`src/rtl/romulator_pkg.sv`:
```
// romulator_pkg: shared FSM state type, counter widths and default qualifier lengths.
package romulator_pkg;
    typedef enum logic [1:0] {IDLE, QUALIFY, ASSERTED, RELEASING} hrm_state_t;
    localparam int RESET_COUNT_W        = 8;
    localparam int DEF_SYNC_STAGES      = 2;
    localparam int DEF_MIN_ASSERT_CLKS  = 16;
    localparam int DEF_MIN_RELEASE_CLKS = 4;
    localparam int DEF_LEN_WIDTH        = 24;
endpackage

```
`src/rtl/bit_synchronizer.sv`:
```
// bit_synchronizer: multi-flop synchroniser for an asynchronous level, resetting to 1.
module bit_synchronizer #(
    parameter int STAGES = 2
) (
    input  logic clk,
    input  logic rst_n,
    input  logic d,
    output logic q
);
    logic [STAGES-1:0] chain;
    always_ff @(posedge clk or negedge rst_n)
        if (!rst_n) chain <= '1;
        else chain <= {chain[STAGES-2:0], d};
    assign q = chain[STAGES-1];
endmodule

```
`src/rtl/host_reset_monitor.sv`:
```
// host_reset_monitor: synchronises and qualifies the host RESET pin, reporting state,
// start/end pulses, the length of the last reset and a running reset count.
module host_reset_monitor
    import romulator_pkg::*;
#(
    parameter int SYNC_STAGES      = DEF_SYNC_STAGES,
    parameter int MIN_ASSERT_CLKS  = DEF_MIN_ASSERT_CLKS,
    parameter int MIN_RELEASE_CLKS = DEF_MIN_RELEASE_CLKS,
    parameter int LEN_WIDTH        = DEF_LEN_WIDTH
) (
    input  logic                     fpga_clk,
    input  logic                     reset_n,
    input  logic                     host_reset_n,
    input  logic                     clear_count,
    output logic                     host_in_reset,
    output logic                     reset_start,
    output logic                     reset_end,
    output logic [LEN_WIDTH-1:0]     reset_len,
    output logic [RESET_COUNT_W-1:0] reset_count
);
    localparam int LW = $clog2(MIN_ASSERT_CLKS + 1);
    localparam int RW = $clog2(MIN_RELEASE_CLKS + 1);
    logic                     s;
    hrm_state_t               state;
    logic [LW-1:0]            lowcnt;
    logic [RW-1:0]            relcnt;
    logic [LEN_WIDTH-1:0]     len;
    logic [LEN_WIDTH-1:0]     len_inc;
    logic [RESET_COUNT_W-1:0] cnt_base;

    bit_synchronizer #(.STAGES(SYNC_STAGES)) u_sync (
        .clk  (fpga_clk),
        .rst_n(reset_n),
        .d    (host_reset_n),
        .q    (s)
    );

    assign len_inc  = &len ? len : len + 1'b1;
    // A coincident clear wipes the old count before the new reset is counted.
    assign cnt_base = clear_count ? '0 : reset_count;

    always_ff @(posedge fpga_clk or negedge reset_n) begin
        if (!reset_n) begin
            state         <= IDLE;
            lowcnt        <= '0;
            relcnt        <= '0;
            len           <= '0;
            host_in_reset <= 1'b0;
            reset_start   <= 1'b0;
            reset_end     <= 1'b0;
            reset_len     <= '0;
            reset_count   <= '0;
        end else begin
            reset_start <= 1'b0;
            reset_end   <= 1'b0;
            reset_count <= cnt_base;
            case (state)
                IDLE: if (!s) begin
                    len    <= LEN_WIDTH'(1);
                    lowcnt <= LW'(1);
                    if (MIN_ASSERT_CLKS == 1) begin
                        state         <= ASSERTED;
                        host_in_reset <= 1'b1;
                        reset_start   <= 1'b1;
                        reset_count   <= cnt_base + 1'b1;
                    end else begin
                        state <= QUALIFY;
                    end
                end
                QUALIFY: if (s) begin
                    state <= IDLE;
                end else begin
                    lowcnt <= lowcnt + 1'b1;
                    len    <= len_inc;
                    if (lowcnt == LW'(MIN_ASSERT_CLKS - 1)) begin
                        state         <= ASSERTED;
                        host_in_reset <= 1'b1;
                        reset_start   <= 1'b1;
                        reset_count   <= cnt_base + 1'b1;
                    end
                end
                ASSERTED: begin
                    len <= len_inc;
                    if (s) begin
                        relcnt <= RW'(1);
                        if (MIN_RELEASE_CLKS == 1) begin
                            state         <= IDLE;
                            host_in_reset <= 1'b0;
                            reset_end     <= 1'b1;
                            reset_len     <= len_inc;
                        end else begin
                            state <= RELEASING;
                        end
                    end
                end
                RELEASING: begin
                    len <= len_inc;
                    if (!s) begin
                        state <= ASSERTED;
                    end else begin
                        relcnt <= relcnt + 1'b1;
                        if (relcnt == RW'(MIN_RELEASE_CLKS - 1)) begin
                            state         <= IDLE;
                            host_in_reset <= 1'b0;
                            reset_end     <= 1'b1;
                            reset_len     <= len_inc;
                        end
                    end
                end
                default: state <= IDLE;
            endcase
        end
    end
endmodule

```
`config.mk`:
```
export PLATFORM = sky130hd
export DESIGN_NAME = host_reset_monitor
export DESIGN_NICKNAME = d
export VERILOG_FILES = /design/src/rtl/romulator_pkg.sv /design/src/rtl/bit_synchronizer.sv /design/src/rtl/host_reset_monitor.sv
export SDC_FILE = /design/constraint.sdc
export NUM_CORES = 1
export LEC_CHECK = 0
export CORE_MARGIN = 3
export CORE_UTILIZATION = 30
export CTS_CLUSTER_SIZE = 8
export DETAILED_ROUTE_END_ITERATION = 8
export HOLD_SLACK_MARGIN = 0.03
export PLACE_DENSITY = 0.48
export SYNTH_ARGS = -nofsm -noshare
export SYNTH_HDL_FRONTEND = slang
export SYNTH_HIERARCHICAL = 1
export SYNTH_SLANG_ARGS = --single-unit
```
`constraint.sdc`:
```
create_clock -name fpga_clk -period 6.35 [get_ports fpga_clk]
set_clock_uncertainty 0.05 [all_clocks]
set_input_delay 1.27 -clock fpga_clk [delete_from_list [all_inputs] [get_ports fpga_clk]]
set_output_delay 1.27 -clock fpga_clk [all_outputs]
set_load 0.005 [all_outputs]
```
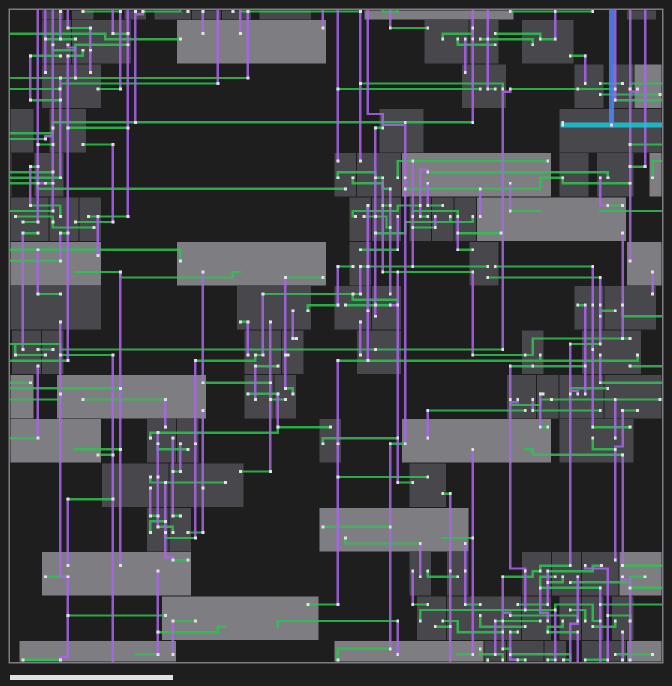
(run_1/closeup.png)
The bar under the picture is 10 um long. Window x 39 to 79, y 15 to 55 um. Cells in grey, sequential cells in the stronger grey; small squares are vias.
legend:
  purple:
    layer: M2
  green:
    layer: M1
  cyan:
    layer: M3
  blue:
    layer: M4
netlist names of flops here include: relcnt (3), len (2), lowcnt (2)
cells with their middle in the window: 77
sequential cells in the window: 11
most frequent: nand2_1 (13), dfrtp_1 (10), o21ai_0 (8)

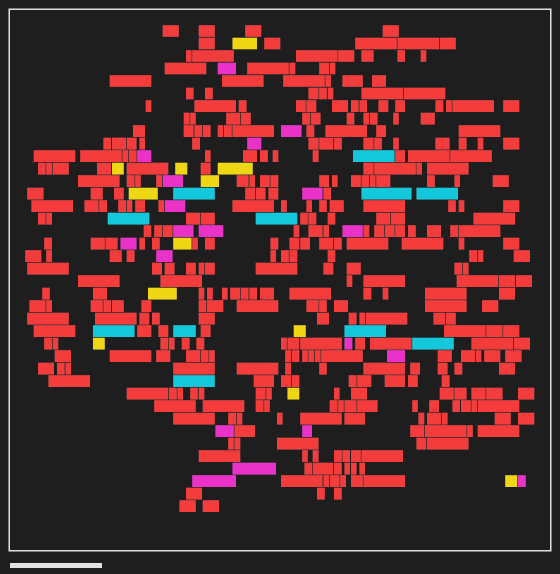
(run_1/sizing.png)
The bar under the picture is 20 um long.
legend:
  yellow:
    size: x3 and x4
    cells: 12
    share: 2.8%
  magenta:
    size: x2
    cells: 19
    share: 4.4%
    most_used: mux2_2
  cyan:
    size: x6 and larger
    cells: 11
    share: 2.6%
    most_used: clkbuf_16
  red:
    size: x1 and smaller
    cells: 386
    share: 90%
    most_used: dfrtp_1

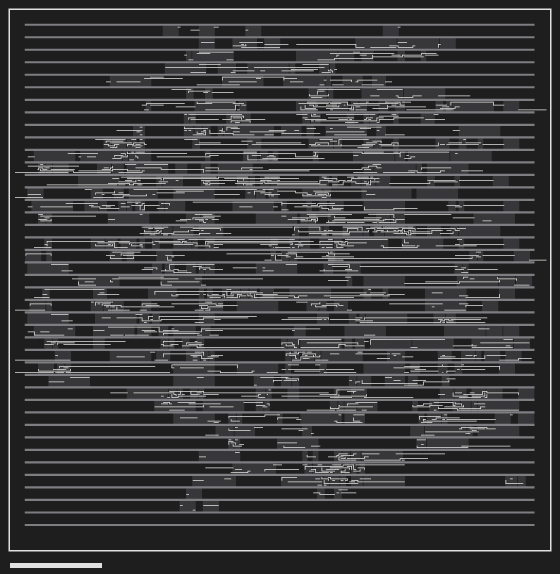
(run_1/m1.png)
The bar under the picture is 20 um long. Supply wires on this layer in grey. Cells faint in the background.
nets with wire on the layer: 389
longest straight run: 38.6 um

==> ci_impl_report.md, run 1 <==
### Flow metrics

| Metric | Value |
|---|---|
| Post-route insts no fill | `between 500 and 600` |
| Worst hold slack | `around 0.3 ns` |
| DP Wirelength | `approximately 5.6 mm` |
| Synthesized cell area | `approximately 3700 um2` |
| Global route overflow | `0` |
| GRT Util Overall | `13.1%` |
| Static Leak | `roughly 1.9 nW` |
| Clock Pin Slew Worst Setup and Hold Paths | `0.06 ns` |
| DIE AREA | `approximately 14,000 um2` |
| Relative slew slack | `between 30% and 40%` |
| Net Sw Frac | `24.0%` |
| Drt drc | `0` |
| P_comb | `approximately 0.061 mW` |
| Worst setup endpoint | `reset_count[2]` |
| Latency at later pin | `about 0.33 ns` |
| R2R Path End | `reset_count[3]$_DFF_PN0_` |
| DRT met1 WL | `between 4 and 5 mm` |
| Synth Area per Inst | `~9.5 um2` |
| Core ar. | `around 12,000 um2` |
| Top cells by area | `dfrtp_1 (46%), nand2_1 (5.5%), o21ai_0 (5.5%)` |
| Count of library flops with an enable pin | `0` |
| Global-route wire length before repair | `roughly 15 mm` |
| Post-Syn Nets | `just over 400` |
| Combinational share of power | `under 10%` |
| Top cells by count | `dfrtp_1 (69), nand2_1 (55), o21ai_0 (41)` |
| Int Pwr | `between 0.8 and 0.9 mW` |
| Number of cells on the critical path | `1` |
| Fmax | `a little under 0.4 GHz` |
| Combinational share of cell area | `40.1%` |
| WL/cell | `approximately 14 um` |
| Worst setup startpoint | `reset_count[2]$_DFF_PN0_` |
| Clock-cell share | `under 10%` |
| Placed insts | `580` |
| Ys cells | `between 300 and 400` |
| I/O Buffers | `38` |
| Die span in y | `~120 um` |
| Min Tclk post-route | `roughly 2.6 ns` |
| Met3 wire length | `around 380 um` |
| Hold Violations, Final | `0` |
| Req. time, crit path | `about 5.0 ns` |
| Worst Setup Path Type | `flip-flop to primary output` |
| Slowest-stage cell, CP | `clkdlybuf4s50_1` |
| Status | `complete, no violations` |
| Setup TNS | `0 ns` |
| Worst setup margin | `around 3.8 ns` |
| Worst R2R Start | `lowcnt[0]$_DFFE_PN0P_` |
| Total Wirelength | `about 8.4 mm` |
| Met3 usage | `~3.5%` |
| Adder Area Share | `under 10%` |
| Slew Viols, Final | `0` |
| Peak supply drop | `about 0.13 mV` |
| Cell Pwr Density | `between 200 and 250 nW/um2` |
| CTS Buf Count | `9` |
| Synthesis-to-finish area growth | `21.9%` |
| Floorplan utilization | `30.9%` |
| Non-Clock Inverter Count | `9` |
| XORs/XNORs by Area | `about 5.9%` |
| Top layer in use | `met4` |
| Area of the multi-input gates | `approximately 1800 um2` |
| Hold_sp | `u_sync/chain[0]$_DFF_PN1_` |
| Log Warnings | `27` |
| Vias in the first global route | `2,872` |
| H-tree depth | `3` |
| Area-dominant class | `multi-input combinational cells` |
| RSZ-0062 raised after global routing | `false` |
| Met2 WL post-DR | `~3.7 mm` |
| Crit-path max cell delay | `0.53 ns` |
| Flop pwr share | `between 40% and 50%` |
| Hold crit path type | `flip-flop to flip-flop` |
| Yosys aoi share | `between 10% and 20%` |
| Initial antenna violation count | `0` |
| Post_cts resized | `0` |
| Fillers | `between 1,000 and 1,500` |
| Post-synth top flop | `dfrtp_1` |
| Worst slack at placement | `~3.5 ns` |
| Post-layout power | `approximately 1.1 mW` |
| Bufs w/o clock | `between 40 and 50` |
| Hold Path End | `u_sync/chain[1]$_DFF_PN1_` |
| Pre-antenna DRT Iters | `4` |
| Clock net power | `0.506 mW` |
| Post-layout util | `around 38%` |
| Hold Path Stages | `0` |
| Clock sinks | `71` |
| Register-to-Register Path Depth | `8` |
| Deepest clock path buffer count | `2` |
| GR peak layer | `met2` |
| Crit path buffers/inverters | `1` |
| Multi-input gates | `slightly below 300` |
| Die Width | `117 um` |
| Top non-seq family | `simple AND/OR/NAND/NOR gates` |
| DRT iter0 DRCs | `~220` |
==> run_1/m2.png <==
The bar under the picture is 20 um long. Cells faint in the background.
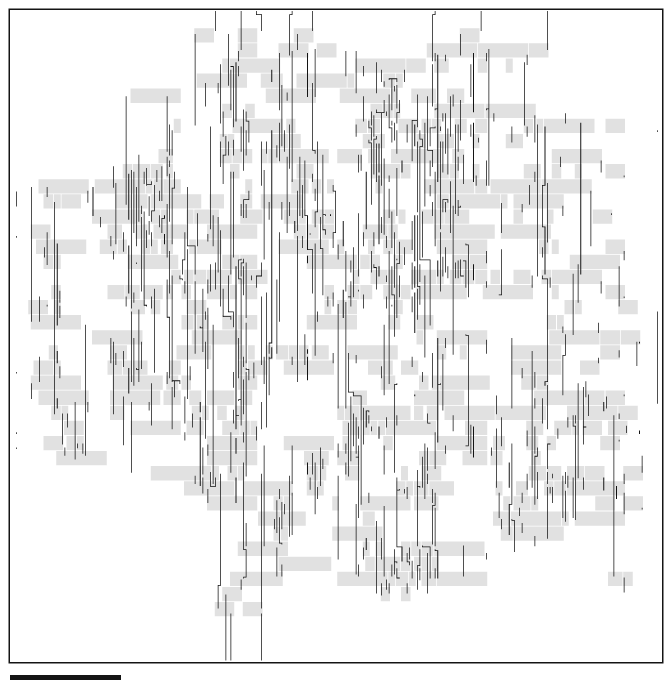

--- run 2 (diff from run 1) ---
- PLACE_DENSITY: 0.48 -> 0.49
- clock period: 6.35 -> 2.2 ns (I/O delays scaled with it)
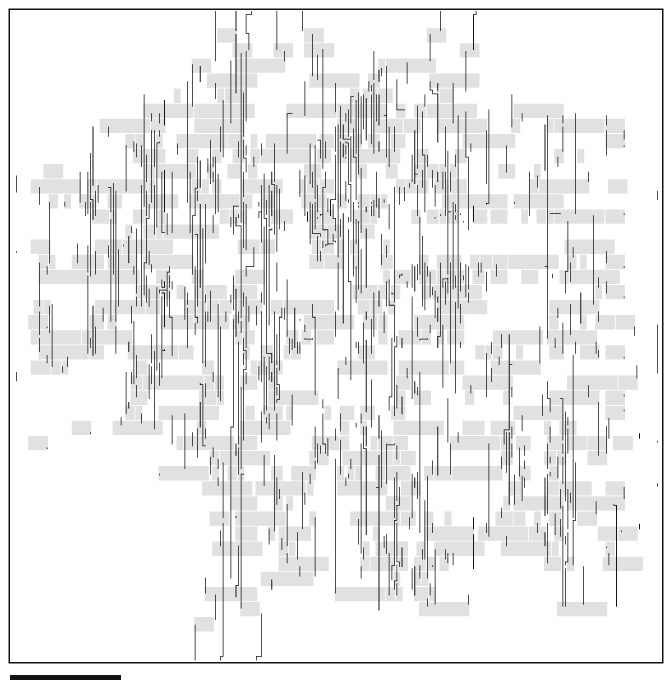
(run_2/m2.png)
The bar under the picture is 20 um long. Cells faint in the background.
longest straight run: 40.1 um
share of all routed wire: 42%
nets with wire on the layer: 374
main direction: vertical

==> ci_impl_report.md, run 2 <==
### Flow metrics

| Metric | Value |
|---|---|
| Flop-to-flop setup slack | `0.09 ns` |
| Worst setup endpoint | `len[15]$_DFFE_PN0P_` |
| Drt drc | `0` |
| Fillers | `roughly 1,200` |
| Adder Area Share | `around 2.4%` |
| Net Sw Frac | `a little under a quarter` |
| Global-route wire length before repair | `roughly 15 mm` |
| Vias in the first global route | `2,979` |
| Non-Clock Inverter Count | `9` |
| Worst setup startpoint | `len[9]$_DFFE_PN0P_` |
| Min Tclk post-route | `approximately 2.1 ns` |
| Post-synthesis simple-gate area fraction | `~22%` |
| Status | `complete, no violations` |
| Die span in y | `117 um` |
| ANT cells | `0` |
| Combinational share of cell area | `~39%` |
| Yosys aoi share | `~17%` |
| H-tree depth | `3` |
| Post_cts resized | `0` |
| Combinational share of power | `approximately 7.3%` |
| Cell area after layout | `just under 5000 um2` |
| Crit-path max cell delay | `0.65 ns` |
| Final net count | `between 400 and 500` |
| Ys cells | `392` |
| DP Wirelength | `a little over 6 mm` |
| Gpl congestion | `slightly above 0.8` |
| Initial antenna violation count | `0` |
| Worst setup margin | `0.0946 ns` |
| Floorplan utilization | `a little under a third` |
| Placed insts | `between 600 and 700` |
| Setup TNS | `0 ns` |
| Met3 wire length | `between 400 and 500 um` |
| Register-to-Register Path Depth | `5` |
| Total Wirelength | `slightly below 9 mm` |
| Slowest-stage cell, CP | `or4_4` |
| Fmax | `0.475 GHz` |
| DIE AREA | `about 14,000 um2` |
| Post-route insts no fill | `624` |
| Worst R2R Start | `len[9]$_DFFE_PN0P_` |
| Flop pwr share | `a little over two fifths` |
| Post-Syn Nets | `about 400` |
| Slew Viols, Final | `0` |
| Clock sinks | `just over 70` |
| CTS Root Cell | `clkbuf_16` |
| Worst slack at placement | `about 0.070 ns` |
| Static Leak | `around 2.1 nW` |
| Period utilization | `a little over nine tenths` |
| R2R Path End | `len[15]$_DFFE_PN0P_` |
| Synth Area per Inst | `between 9 and 10 um2` |
| Post-synth top flop | `dfrtp_1` |
| Synthesized cell area | `about 3700 um2` |
| Post-layout power | `approximately 3.2 mW` |
| Top cells by area | `dfrtp_1 (46%), nand2_1 (5.5%), o21ai_0 (5.5%)` |
| Hold crit path type | `input port to async pin` |
| Deepest clock path buffer count | `2` |
| FP Rows | `40` |
| RSZ-0062 raised after global routing | `false` |
| GRT Util Overall | `about 14%` |
| Most numerous logic cells after layout | `dfrtp_1 (68), nand2_1 (55), o21ai_0 (41)` |
| Top layer in use | `met4` |
| XORs/XNORs by Area | `5.88%` |
| Count of library flops with an enable pin | `0` |
| Peak supply drop | `between 0.2 and 0.3 mV` |
| Top cells by count | `dfrtp_1 (69), nand2_1 (55), o21ai_0 (41)` |
| Relative slew slack | `41.9%` |
| Bufs w/o clock | `approximately 70` |
| Met2 WL post-DR | `~3.7 mm` |
| Clk pwr share | `approximately half` |
| Worst hold slack | `about 0.073 ns` |
| Pre-antenna DRT Iters | `4` |
| Flop share of the area | `a little under two fifths` |
| I/O Buffers | `38` |
| Met3 usage | `~3.8%` |
| DRT iter0 DRCs | `188` |
| Multi-input gates | `~290` |
| DRT met1 WL | `4.48 mm` |
| Met2 usage | `around a fifth` |
| Clock Pin Slew Worst Setup and Hold Paths | `~0.060 ns` |
| Req. time, crit path | `roughly 2.4 ns` |
| Core ar. | `between 10,000 and 15,000 um2` |
| Crit path buffers/inverters | `0` |
| Area-dominant class | `multi-input combinational cells` |
| Hold Violations, Final | `0` |
| Log Warnings | `27` |
| GR peak layer | `met2` |
| Int Pwr | `2.47 mW` |
| WL/cell | `between 10 and 15 um` |
| Cell Pwr Density | `between 600 and 700 nW/um2` |
| Synthesis-to-finish area growth | `29.6%` |
| Top non-seq family | `simple AND/OR/NAND/NOR gates` |
| Area of the multi-input gates | `about 1900 um2` |
| Post-layout util | `about two fifths` |
| Worst Setup Path Type | `flip-flop to flip-flop` |
| Global route overflow | `0` |
| Number of cells on the critical path | `5` |
| Sequential logic power | `~1.4 mW` |
| P_comb | `between 0.2 and 0.25 mW` |
| Clock net power | `~1.6 mW` |
| Max-Cap Viols | `0` |
| Latency at later pin | `approximately 0.34 ns` |
| Fraction of registers with async set/reset | `100%` |
| Antenna Violating Nets Remaining | `0` |
| Clock-cell share | `about 6.5%` |
| Die Width | `about 120 um` |
| CTS Buf Count | `9` |
==> run_2/congestion_map.png <==
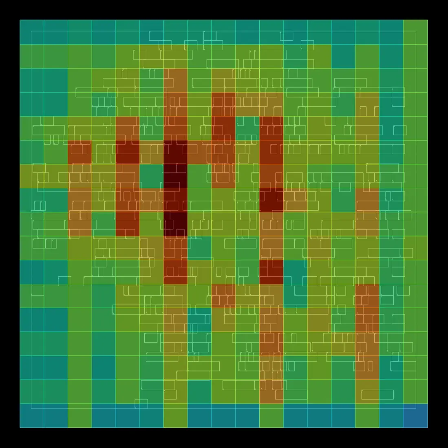

--- run 3 (diff from run 2) ---
- CORE_UTILIZATION: 30 -> 51
- PLACE_DENSITY: 0.49 -> 0.81
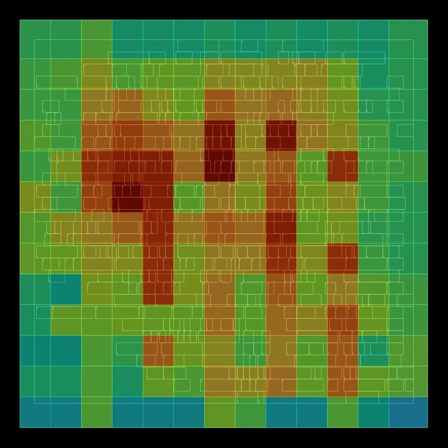
(run_3/congestion_map.png)
WL/cell: 15.0 um
met1 GRT Util: 27.1%

==> ci_impl_report.md, run 3 <==
### Flow metrics

| Metric | Value |
|---|---|
| Area of the multi-input gates | `approximately 1900 um2` |
| Worst setup startpoint | `len[6]$_DFFE_PN0P_` |
| Post-layout power | `2.64 mW` |
| R2R Path End | `len[15]$_DFFE_PN0P_` |
| I/O Buffers | `38` |
| H-tree depth | `3` |
| Post-synth top flop | `dfrtp_1` |
| Crit path buffers/inverters | `0` |
| GR peak layer | `met2` |
| Sequential logic power | `~1.4 mW` |
| Met3 wire length | `540 um` |
| Deepest clock path buffer count | `2` |
| Post-synthesis simple-gate area fraction | `between 20% and 30%` |
| Pre-antenna DRT Iters | `5` |
| Post-layout util | `between 60% and 70%` |
| Post-Syn Nets | `403` |
| Met2 usage | `around 32%` |
| Clock Pin Slew Worst Setup and Hold Paths | `0.07 ns` |
| Top layer in use | `met4` |
| Clock-cell share | `4.17%` |
| Peak supply drop | `~0.36 mV` |
| Status | `complete, no violations` |
| Max-Cap Viols | `0` |
| Period utilization | `approximately 95%` |
| Fraction of registers with async set/reset | `100%` |
| Worst slack at placement | `0.0472 ns` |
| Met2 WL post-DR | `between 3 and 4 mm` |
| Worst setup endpoint | `len[15]$_DFFE_PN0P_` |
| Int Pwr | `about 2 mW` |
| Ys cells | `392` |
| Number of cells on the critical path | `5` |
| Crit-path max cell delay | `0.61 ns` |
| Relative slew slack | `a little over half` |
| Count of library flops with an enable pin | `0` |
| Multi-input gates | `291` |
| Top cells by count | `dfrtp_1 (69), nand2_1 (55), o21ai_0 (41)` |
| Fmax | `0.477 GHz` |
| Initial antenna violation count | `0` |
| Clk pwr share | `a little under two fifths` |
| Cell area after layout | `roughly 4500 um2` |
| Worst hold slack | `0.0697 ns` |
| Flop share of the area | `approximately two fifths` |
| Slew Viols, Final | `0` |
| Synthesis-to-finish area growth | `20.9%` |
| Worst setup margin | `approximately 0.10 ns` |
| Bufs w/o clock | `about 56` |
| Global route overflow | `0` |
| Latency at later pin | `between 0.3 and 0.4 ns` |
| Flop-to-flop setup slack | `approximately 0.10 ns` |
| Combinational share of power | `under 10%` |
| Net Sw Frac | `between 20% and 30%` |
| Post_cts resized | `0` |
| Register-to-Register Path Depth | `5` |
| Non-Clock Inverter Count | `9` |
| Total Wirelength | `8.09 mm` |
| Hold Violations, Final | `0` |
| Antenna Violating Nets Remaining | `0` |
| P_comb | `roughly 0.22 mW` |
| DIE AREA | `8370 um2` |
| Vias in the first global route | `approximately 3,000` |
| CTS Buf Count | `9` |
| Gpl congestion | `between 0.8 and 0.9` |
| DRT met1 WL | `~3.6 mm` |
| Die Width | `roughly 91 um` |
| ANT cells | `0` |
| Synthesized cell area | `roughly 3700 um2` |
| Final net count | `449` |
| Fillers | `about 580` |
| Static Leak | `between 1.5 and 2 nW` |
| Hold crit path type | `input port to async pin` |
| Floorplan utilization | `53.7%` |
| Placed insts | `approximately 520` |
| Log Warnings | `27` |
| DP Wirelength | `5.64 mm` |
| Worst Setup Path Type | `flip-flop to flip-flop` |
| Adder Area Share | `~2.4%` |
| Met3 usage | `4.64%` |
| Drt drc | `0` |
| Min Tclk post-route | `around 2.1 ns` |
| Yosys aoi share | `16.7%` |
| FP Rows | `30` |
| Slowest-stage cell, CP | `or4_4` |
Power and IR drop assume default switching activity.
